Fig. 1: run 1, track usage over the die
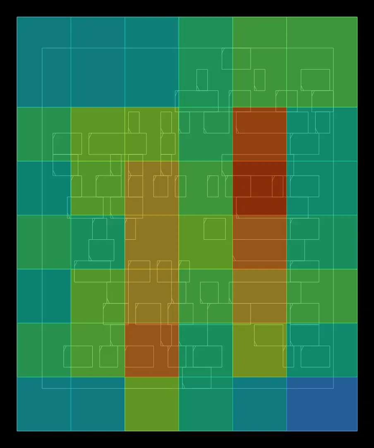
Fig. 2: run 1, routed clock nets over the placement
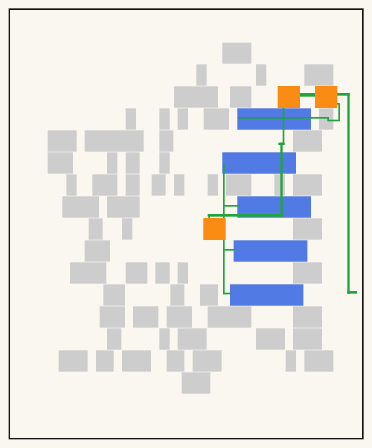
Fig. 3: run 1, wiring by layer
Two of the layers only.
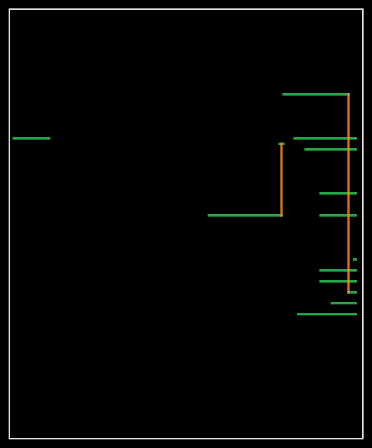
[src/rtl/mod_updown_counter.sv]
`default_nettype none
// ============================================================================
//  Module      : mod_updown_counter
//  Description : Parametrised synchronous modulo-N up/down counter with
//                synchronous clear, active-low parallel load, parallel and
//                trickle count enables, a combinational cascade terminal-count
//                output and a registered one-cycle wrap pulse.
//  Parameters  : WIDTH   - counter width in bits (1..16)
//                MODULUS - count length N, 2 <= N <= 2^WIDTH; sequence 0..N-1
//  Ports       : CP    in   clock, rising edge
//                MR    in   master reset, asynchronous, active-high
//                SCLR  in   synchronous clear, active-high
//                PE_N  in   parallel load enable, active-low, synchronous
//                CEP   in   count enable (parallel)
//                CET   in   count enable (trickle), also gates TC
//                UP    in   direction, 1 = up, 0 = down
//                D     in   parallel load data [WIDTH-1:0]
//                Q     out  registered count [WIDTH-1:0]
//                TC    out  terminal count (combinational)
//                WRAP  out  registered pulse, high the cycle after a terminal step
//  Options     : `define MOD_UPDOWN_COUNTER_SATURATE_EN makes a count step in
//                the terminal state hold Q instead of wrapping; WRAP still
//                pulses on every such attempted step.
//  Revision    : 1.0 - initial release
// ============================================================================
module mod_updown_counter #(
    parameter int WIDTH   = 4,
    parameter int MODULUS = 16
) (
    input  logic             CP,
    input  logic             MR,
    input  logic             SCLR,
    input  logic             PE_N,
    input  logic             CEP,
    input  logic             CET,
    input  logic             UP,
    input  logic [WIDTH-1:0] D,
    output logic [WIDTH-1:0] Q,
    output logic             TC,
    output logic             WRAP
);

`ifdef MOD_UPDOWN_COUNTER_SATURATE_EN
    localparam bit C_SATURATE = 1'b1;
`else
    localparam bit C_SATURATE = 1'b0;
`endif

    // Largest legal count value (terminal state when counting up).
    localparam logic [WIDTH-1:0] C_MAX = WIDTH'(MODULUS - 1);

    logic [WIDTH-1:0] count_q;
    logic [WIDTH-1:0] count_d;
    logic             wrap_q;
    logic             wrap_d;

    logic             w_in_range;
    logic             w_terminal;
    logic             w_count_en;
    logic [WIDTH-1:0] w_next;

    // Loaded values above C_MAX are kept as-is; they only matter on the next
    // count step, which snaps them back into the legal sequence.
    assign w_in_range = (count_q <= C_MAX);
    assign w_terminal = UP ? (count_q == C_MAX) : (count_q == '0);
    assign w_count_en = CEP & CET;

    always_comb begin
        w_next = count_q;
        if (!w_in_range) begin
            w_next = UP ? '0 : C_MAX;
        end else if (w_terminal) begin
            if (C_SATURATE) begin
                w_next = count_q;
            end else begin
                w_next = UP ? '0 : C_MAX;
            end
        end else begin
            w_next = UP ? (count_q + WIDTH'(1)) : (count_q - WIDTH'(1));
        end
    end

    // Priority: clear > load > count > hold. WRAP is only set by a count step
    // taken from the terminal state; an out-of-range snap is not a wrap, and
    // w_terminal already excludes out-of-range values.
    always_comb begin
        count_d = count_q;
        wrap_d  = 1'b0;
        if (SCLR) begin
            count_d = '0;
        end else if (!PE_N) begin
            count_d = D;
        end else if (w_count_en) begin
            count_d = w_next;
            wrap_d  = w_terminal;
        end
    end

    always_ff @(posedge CP or posedge MR) begin
        if (MR) begin
            count_q <= '0;
            wrap_q  <= 1'b0;
        end else begin
            count_q <= count_d;
            wrap_q  <= wrap_d;
        end
    end

    assign Q    = count_q;
    assign WRAP = wrap_q;
    // Independent of CEP so a cascade's upper stage sees TC without waiting.
    assign TC   = CET & w_terminal;

endmodule
`default_nettype wire

[config.mk]
export PLATFORM = sky130hd
export DESIGN_NAME = mod_updown_counter
export DESIGN_NICKNAME = d
export VERILOG_FILES = /design/src/rtl/mod_updown_counter.sv
export SDC_FILE = /design/constraint.sdc
export NUM_CORES = 1
export LEC_CHECK = 0
export CAP_MARGIN = 20
export CELL_PAD_IN_SITES_DETAIL_PLACEMENT = 1
export CELL_PAD_IN_SITES_GLOBAL_PLACEMENT = 2
export CORE_ASPECT_RATIO = 1.25
export CORE_MARGIN = 3
export CORE_UTILIZATION = 24
export DETAILED_ROUTE_END_ITERATION = 7
export PLACE_DENSITY_LB_ADDON = 0.1
export RECOVER_POWER = 25
export SETUP_SLACK_MARGIN = 0.2
export SYNTH_ARGS = -nofsm -noshare
export SYNTH_HDL_FRONTEND = slang
export SYNTH_SLANG_ARGS = --single-unit
[constraint.sdc]
create_clock -name CP -period 3.6 [get_ports CP]
set_input_delay 0.54 -clock CP [delete_from_list [all_inputs] [get_ports CP]]
set_output_delay 0.54 -clock CP [all_outputs]
set_load 0.005 [all_outputs]
==> summary.txt, run 1 <==
impl run done, here's what came out: chip area=2300 um2, FP Core Util=26.1%, hold depth=2, Setup TNS Final=0 ns, Crit. Startpoint=UP, RSZ-0062 raised after global routing=false, Total Wirelength=1100 um, largest net degree at the start of global routing=13, end point of the critical path=TC, Worst path top cell family by delay=buffers and inverters, Cell Pwr Density=312 nW/um2, outcome=completed, asr flop ratio synth=100%, fin area=629 um2, Yosys reg bits=5, syn_nets=63, busiest grt layer=met2, CTS Sinks=5, hpwl dp=932 um, post-synthesis cell count=49, critical path data required time=3.06 ns, CTS root buffer=clkbuf_4, Log Warnings=26, H-tree depth=1, MaxCap Viol Count=0, Filler cells=193, Worst Tran Pin Value=0.412 ns, crit-path cells=clkdlybuf4s50_1 > or4_4 > o21a_1 > nor2b_1 > clkdlybuf4s50_1, met1 wire length=477 um, slowest CP cell=or4_4, sw frac=30.1%, synthesis area per yosys=423 um2, WL met2=525 um, die outline width=43.5 um, max layer used=met4, Final Critical Period=2.91 ns, RR Startpoint=Q[1], chip height=52.9 um, Vias/cell=5.02, crit end category=output port, flip-flops with a built-in enable=0, critical path class=primary input to output port, synth warn=0, Slew HR=72.4%, grt total ovfl=0, cts repair resizes=0, layout cell share with drive strength beyond 1=10.3%, Layout area overhead=48.8%, Cell Int Power=0.000137 W, WP buf/inv=2, worst-case clock buffer depth=2, Row Count=16, Hold-fix buffers, CTS=0, critical path data arrival time=2.37 ns, crit share post-route=80.8%, R2R cell count=7, hold wc startpoint=Q[2], fmax=344 MHz, ant diodes=0, DP Area=602 um2, RePlAce Congestion=0.750, grt met2 use=17.7%, Worst R2R End=Q[2], # IOs=17, DRC Markers=0, Mapped Area=423 um2, Worst-path clk slew=0.05 ns, Post-CTS Setup Inserts=0, Stages on worst setup path=5, first-pass GRT wire length=1790 um, R2R Setup Slk=1.80 ns, yosys stat cell total=49, net switching power=0.0000591 W, layout net count=83, Synth Flop Type=dfrtp_1, post-route ant nets=0
-- Fig. 1 (at the start) --
DR WL/cell: 12.8 um
GR Layer Usage met1: 12.4%
Core Util, Final: 38.8%
GR Layer Usage met3: 3.06%

-- Fig. 2 (at the start) --
Green is clock wires, length 99.2 um. Blue is flip-flops, count 5. Orange is clock-net drivers, count 3.
There are 4 routed clock nets.

-- Fig. 3 (at the start) --
Orange is M4, wire length 33.3 um. Green is M3, wire length 64.2 um.

==> run 1: power groups by stage <==
stage / Combinational [W] / Sequential [W] / Clock, W
2_1_floorplan: 0.0000374 / 0.0000660 / 0
3_3_place_gp: 0.0000659 / 0.0000679 / 0
3_5_place_dp: 0.0000659 / 0.0000678 / 0
4_1_cts: 0.0000662 / 0.0000669 / 0.0000691
5_1_grt: 0.0000725 / 0.0000676 / 0.0000760
6_report: 0.0000648 / 0.0000666 / 0.0000652
==> run 1: layout by cell type, fill, tap and decap left out <==
| master | netlist | layout |
|---|---|---|
| a311oi_1 | 1 | 1 |
| dfrtp_1 | 5 | 5 |
| fa_1 | 1 | 1 |
| or4_4 | 1 | 1 |
| clkinv_2 | 0 | 1 |
| a21o_1 | 1 | 1 |
| nor2_1 | 4 | 4 |
| o21a_1 | 1 | 1 |
| nor2b_1 | 2 | 2 |
| ha_1 | 2 | 2 |
| nor4b_2 | 1 | 1 |
| inv_1 | 6 | 6 |
| nand2_1 | 5 | 5 |
| a311oi_2 | 1 | 1 |
| o21ai_1 | 2 | 2 |
| a41oi_1 | 1 | 1 |
| a2bb2oi_1 | 1 | 1 |
| clkdlybuf4s50_1 | 0 | 15 |
| dlygate4sd3_1 | 0 | 1 |
| a211oi_1 | 1 | 1 |
| nand2b_1 | 1 | 1 |
| clkbuf_4 | 0 | 3 |
| a21oi_1 | 5 | 5 |
| o21ai_0 | 1 | 1 |
| and4_1 | 1 | 1 |
| xnor2_1 | 3 | 3 |
| o32ai_1 | 1 | 1 |
==> run 1: cell usage after synthesis (2+ instances only) <==
cell	number	area [um2]
a21oi_1	5	25.0
dfrtp_1	5	125
ha_1	2	25.0
inv_1	6	22.5
nand2_1	5	18.8
nor2_1	4	15.0
nor2b_1	2	12.5
o21ai_1	2	10.0
xnor2_1	3	26.3
==> run 1: stage by stage <==
stage          util [%]  setup WS [ns]  hold slack [ns]  std cells  total power, W
2_1_floorplan         -           1.71            0.319         49        0.000103
3_3_place_gp       37.1          0.701            0.612         82        0.000134
3_5_place_dp       37.1          0.686            0.615         82        0.000134
4_1_cts            38.8          0.684            0.494         86        0.000202
5_1_grt            38.8          0.615            0.625         86        0.000216
6_report           38.8          0.691            0.614         86        0.000197
==> run 1: final cells by class <==
class                      count  area, um2  area share (%)
clock buffer                   3       22.5            3.58
clock inverter                 1       5.00           0.795
inverter                       6       22.5            3.58
multi-input combinational     37        272            43.1
sequential                     5        125            19.9
tap                           18       22.5            3.58
timing repair buffer          16        160            25.4
==> run 1: flip-flops by register name, summed over array words and instances (netlist names) <==
name  cells
Q         4
WRAP      1
==> run 1: logic make-up after synthesis <==
logic type | synth area share, %
buffers and inverters | 6.21
AND/OR/NAND/NOR | 20.7
adder cells (fa/ha/maj) | 10.7
XOR/XNOR | 6.21
flip-flops | 29.6
AND-OR/OR-AND | 26.6
==> run 1: worst register-to-register path, cell delays in order (launching register included) <==
cell and delay [ns]:
dfrtp_1 0.48, inv_1 0.12, fa_1 0.41, xnor2_1 0.16, inv_1 0.07, a21oi_1 0.15, nand2_1 0.08, a311oi_1 0.24
==> run 1 -> run 2 <==
- CORE_UTILIZATION: 24 -> 20
- clock period: 3.6 -> 2.3 ns (I/O delays scaled with it)
Fig. 4: run 2, routed clock nets over the placement
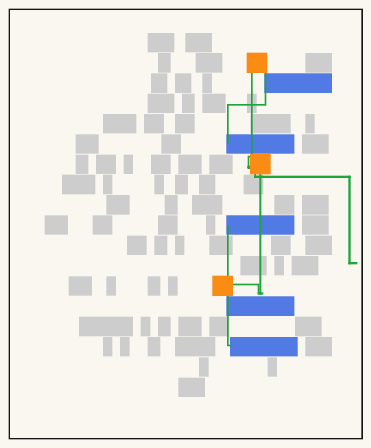
Orange is clock-net drivers, count 3. Green is clock wires, length 100 um. Blue is flip-flops, count 5.
There are 4 routed clock nets.

Fig. 5: run 2, track usage over the die
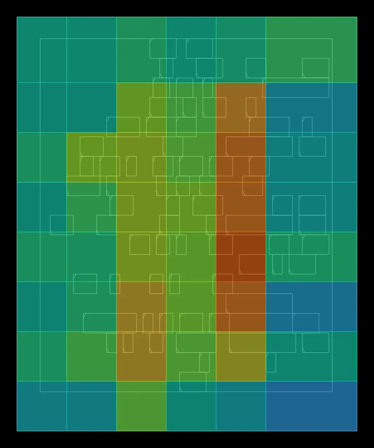
Core Util, Final: 34.9%
GRT Overall Usage: 10.3%
DR WL/cell: 12.1 um
busiest grt layer: met2
grt met2 use: 15.7%

Fig. 6: run 2, I/O pins on the die edge
Pins as bars across the die edge, other pins in gray.
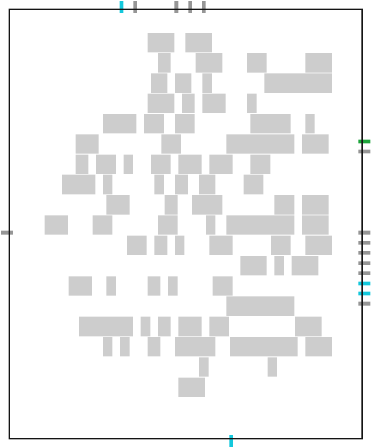
Green is WRAP, pins 1, direction output, edge right. Cyan is D, pins 4, direction input, edge 2 right, 1 bottom, 1 top.

==> summary.txt, run 2 <==
impl run done, here's what came out: outcome=completed, H-tree depth=1 (unchanged), Row Count=18 (+2), WP buf/inv=1 (-1), Layout area overhead=63.6%, Mapped Area=423 um2 (unchanged), Slew HR=72.5% (+0.082 points), Log Warnings=26 (unchanged), area leader, netlist=dfrtp_1, post-route ant nets=0 (unchanged), fmax=524 MHz, flip-flops with a built-in enable=0 (unchanged), critical path data required time=1.96 ns (-1.10 ns), Cell Pwr Density=465 nW/um2 (+49%), net switching power=0.0000927 W (+57%), slowest CP cell=or4_4, worst-case clock buffer depth=2 (unchanged), setup violators final=0, Total Wirelength=1180 um (+7.0%), Layout Cells excl Fill=97 (+13%), largest net degree at the start of global routing=13 (unchanged), most frequent cell after synthesis=inv_1, Slew Viols, Final=0, DP Area=664 um2 (+10%), Largest register FFs=4 (unchanged), Num CTS Buffers=3, ant diodes=0 (unchanged), die outline width=47.1 um (+8.2%), Vias/cell=4.66 (-7.2%), RePlAce Congestion=0.699 (-6.8%), synth warn=0 (unchanged), Yosys reg bits=5 (unchanged), layout net count=92 (+11%), post-synthesis cell count=49 (unchanged), synthesis area per yosys=423 um2 (unchanged), DRC Markers=0 (unchanged), crit end category=output port, CTS root buffer=clkbuf_4, Hold-fix buffers, CTS=0 (unchanged), chip area=2710 um2 (+17%), Worst Tran Pin Value=0.411 ns (-0.00123 ns), Commonest Layout Cell=clkdlybuf4s50_1, RSZ-0062 raised after global routing=false, asr flop ratio synth=100% (unchanged), Cell Int Power=0.000229 W (+67%), crit-path cells=or4_4 > o21a_1 > nor2b_1 > buf_2, syn_nets=63 (unchanged), Synth Flop Type=dfrtp_1, pre-CTS setup slack=-0.141 ns (-0.827 ns), Hold WS=0.441 ns (-0.173 ns), commonest cells in the synthesized netlist=inv_1, a21oi_1, dfrtp_1, nand2_1, nor2_1, crit share post-route=83.0%, Cells after DPL=92 (+12%), # IOs=17 (unchanged), Final Critical Period=1.91 ns, Worst path top cell family by delay=simple AND/OR/NAND/NOR gates, FP Core Util=21.3% (-4.7 points), critical path class=flip-flop to output port, Synth top area share=29.6% (unchanged), Final WS setup=0.390 ns (-0.300 ns), hpwl dp=1050 um (+12%), Worst-path clk slew=0.04 ns (about the same), CTS Sinks=5 (unchanged), fin area=692 um2 (+9.9%), most frequent cells in the layout=clkdlybuf4s50_1, buf_4, inv_1
-- run 2: cell counts after synthesis --
Identical to the previous run, type by type.
-- run 2: cell families (layout without fill, tap and decap cells) --
logic type	Yosys count	after routing	synth area share, %
flops	5	5	29.6
buf+inv	7	35	6.21
fa+ha+maj	3	3	10.7
compound gates	16	16	26.6
simple gates	15	15	20.7
xor+xnor	3	3	6.21
-- run 2: layout make-up --
cell class                      count  area [um2]
Fill cell                         246        1290
Multi-Input combinational cell     37         272
Timing Repair Buffer               25         221
Sequential cell                     5         125
Clock buffer                        4        26.3
Tap cell                           20        25.0
Inverter                            6        22.5
-- run 2: metal layers --
metal	share of wire (%)	global-route usage (%)	wire (um)
met3	6.1	1.26	72
met5	0	0	0
met4	2.4	8.30	28
met1	44	12.2	519
met2	47	15.7	556
-- run 2: path summary, 6_finish.rpt --
kind / startpoint / end / slack, ns / cells after the start
setup reg to reg: Q[1] / Q[2] / 0.50 / 7
hold / removal: MR / Q[2] / 0.44 / 2
hold reg to reg: Q[3] / Q[3] / 0.69 / 3
max in group asynchronous: MR / Q[3] / 1.69 / 2
setup / recovery: Q[2] / TC / 0.39 / 4
min in group CP: Q[3] / Q[3] / 0.69 / 3
-- run 2: timing repair --
| item | CTS | global route |
|---|---|---|
| resized | 4 | 1 |
| hold endpoints to repair | 0 | 0 |
| setup endpoints to repair | 1 | 1 |
| pin swaps | 1 | 1 |
| setup buffers | 0 | 1 |
-- run 2: through the flow --
step,util (%),setup TNS [ns],power (W)
after CTS,34.8,0,0.000329
after global routing,34.9,0,0.000352
after global placement,33.5,-0.111,0.000224
after floorplan,-,0,0.000162
final,34.9,0,0.000322
after detailed placement,33.5,-0.154,0.000223
-- run 2: power by group through the flow --
| stage | sequential (W) | combinational (W) | clock (W) |
|---|---|---|---|
| floorplan | 0.000103 | 0.0000585 | 0 |
| global placement | 0.000103 | 0.000121 | 0 |
| detailed placement | 0.000102 | 0.000121 | 0 |
| CTS | 0.000101 | 0.000121 | 0.000107 |
| global route | 0.000102 | 0.000137 | 0.000114 |
| finish | 0.000101 | 0.000119 | 0.000102 |
==> run 2 -> run 3 <==
- clock period: 2.3 -> 1.6 ns (I/O delays scaled with it)
Fig. 7: run 3, track usage over the die
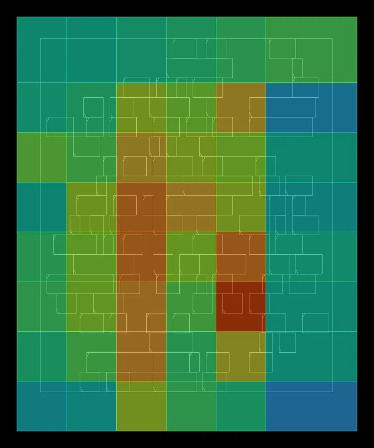
DR WL/cell: 14.1 um
GR Layer Usage met3: 1.26%
GRT Overall Usage: 11.8%
Core Util, Final: 45.5%

Fig. 8: run 3, placed cells, one color a class
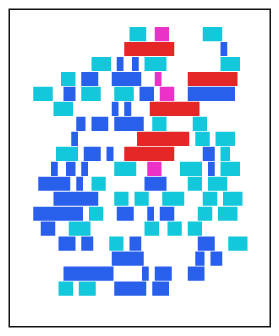
Magenta is clock drivers and dummy loads, cells 4, share of their area 3.0%. Cyan is remaining buffers and delay cells, cells 38, share of their area 39%. Red is registers, cells 5, share of their area 14%. Blue is remaining logic cells, cells 43, share of their area 44%.

==> summary.txt, run 3 <==
impl run done, here's what came out: outcome=complete, but fails checks, violated checks=setup timing, FP Core Util=21.3% (unchanged), yosys xor share=6.21% (unchanged), crit path max fanout=2, fin area=901 um2 (+30%), Yosys reg bits=5 (unchanged), Num CTS Buffers=3 (unchanged), RePlAce Congestion=0.737 (+5.5%), critical path class=flip-flop to output port, DP Area=744 um2 (+12%), Tot Pwr=0.000557 W (+73%), CTS Sinks=5 (unchanged), most frequent cell after synthesis=inv_1, Vias/cell=4.76 (+2.2%), Row Count=18 (unchanged), Synth Flop Type=dfrtp_1, grt met2 use=20.6% (+4.9 points), R2R cell count=6 (-1), worst-case clock buffer depth=2 (unchanged), MaxCap Viol Count=0, Mapped Area=423 um2 (unchanged), Final WS setup=-0.211 ns (-0.602 ns), yosys adder share=10.7% (unchanged), post-synthesis cell count=49 (unchanged), commonest cells in the synthesized netlist=inv_1, a21oi_1, dfrtp_1, nand2_1, nor2_1, aoi share=26.6% (unchanged), busiest grt layer=met2, synth warn=0 (unchanged), most frequent cells in the layout=buf_4, clkdlybuf4s50_1, buf_6, critical path data arrival time=1.57 ns, mux share=0% (unchanged), flip-flops with a built-in enable=0 (unchanged), layout net count=105 (+14%), Slew Viols, Final=0 (unchanged), pre-CTS setup slack=-0.633 ns (-0.493 ns), asr flop ratio synth=100% (unchanged), Hold-fix buffers, CTS=0 (unchanged), chip area=2710 um2 (unchanged), crit share post-route=113%, final hold violations=0, syn_nets=63 (unchanged), ant diodes=0 (unchanged), hpwl dp=1150 um (+9.3%), crit-path cells=or4_4 > o21a_1 > nor2b_1 > buf_2, Log Warnings=29 (+12%), area leader, netlist=dfrtp_1, GR Layer Usage met1=14.1% (+1.9 points), CTS root buffer=clkbuf_4, setup violators final=5 (+5), Post-synth area hogs=dfrtp_1, xnor2_1, a21oi_1, largest family of logic cells by area=AND-OR/OR-AND gates, Layout area overhead=113%, # IOs=17 (unchanged), Final Critical Period=1.81 ns, post-route ant nets=0 (unchanged), Setup TNS Final=-0.542 ns (-0.542 ns), DRC Markers=0 (unchanged), Layout Cells excl Fill=110 (+13%), Cells after DPL=100 (+8.7%), RSZ-0062 raised after global routing=true, critical path data required time=1.36 ns (-0.60 ns), Synth top area share=29.6% (unchanged), yosys simple share=20.7% (unchanged), H-tree depth=1 (unchanged), Commonest Layout Cell=buf_4, slowest CP cell=or4_4, R2R Setup Slk=-0.13 ns (-0.63 ns), Slew HR=75.8% (+3.3 points), CTS tree=yes, Worst-path clk slew=0.04 ns (about the same), Largest register FFs=4 (unchanged), synthesis area per yosys=423 um2 (unchanged), die outline width=47.1 um (unchanged), Worst Tran Pin Value=0.362 ns (-0.0489 ns), Cell Pwr Density=618 nW/um2 (+33%)
Fig. 9: run 3, routed clock nets over the placement
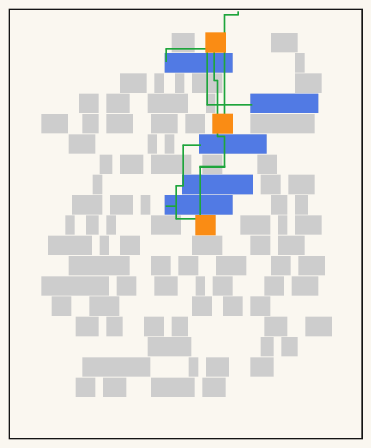
skew final: 0.00105 ns
clk_lat worst skew: 0.24 ns
clock share of power: 26.3%
Clock group: 0.000146 W

[run 3: cell counts after synthesis]
No cell type changed its count.
[run 3: final cells by class]
| class | instances | area, um2 |
|---|---|---|
| inverters | 6 | 27.5 |
| flip-flops and latches | 5 | 126 |
| fillers | 241 | 1080 |
| well taps | 20 | 25.0 |
| repair buffers | 38 | 340 |
| clock buffers | 4 | 26.3 |
| multi-input cells | 37 | 355 |
[run 3: worst paths after layout]
path / end / start
max: TC / Q[3]
min: Q[2] / MR
max reg2reg: Q[3] / Q[3]
min reg2reg: Q[2] / Q[2]
max in group asynchronous: Q[1] / MR
min in group CP: Q[0] / D[0]
[run 3: layer usage]
| layer | part of all wire [%] | wire length (um) |
|---|---|---|
| met3 | 4.9 | 76 |
| met2 | 55 | 852 |
| met1 | 40 | 623 |
| met5 | 0 | 0 |
| met4 | 0 | 0 |
[run 3: kinds of logic after synthesis]
logic type,after synthesis
xor+xnor,3
compound gates,16
simple gates,15
flops,5
fa+ha+maj,3
buf+inv,7
[run 3: stage by stage]
stage,util [%],hold slack [ns]
after floorplan,-,0.0185
after CTS,40.7,0.199
after detailed placement,37.6,0.459
after global routing,45.5,0.347
after global placement,37.6,0.449
final,45.5,0.332
[run 3: timing repair]
action                     in CTS  in global routing
setup buffers                   2                  4
setup endpoints to repair       9                  7
resized                        17                 15
pin swaps                      10                  4
gates cloned                    0                  0
[run 3: worst max-delay path: cells and delay by family (launching register included)]
kind	cells	cell delay (ns)
AOI/OAI and AO/OA	1	0.21
buffers and inverters	1	0.11
and+or+nand+nor	2	0.64
DFF	1	0.38
[run 3: report_power, final]
group | switching, W | internal, W
clock | 0.0000519 | 0.0000943
sequential | 0.00000949 | 0.000136
combinational | 0.000111 | 0.000153
Power figures rest on the tool's default switching activity, not on a simulated workload.
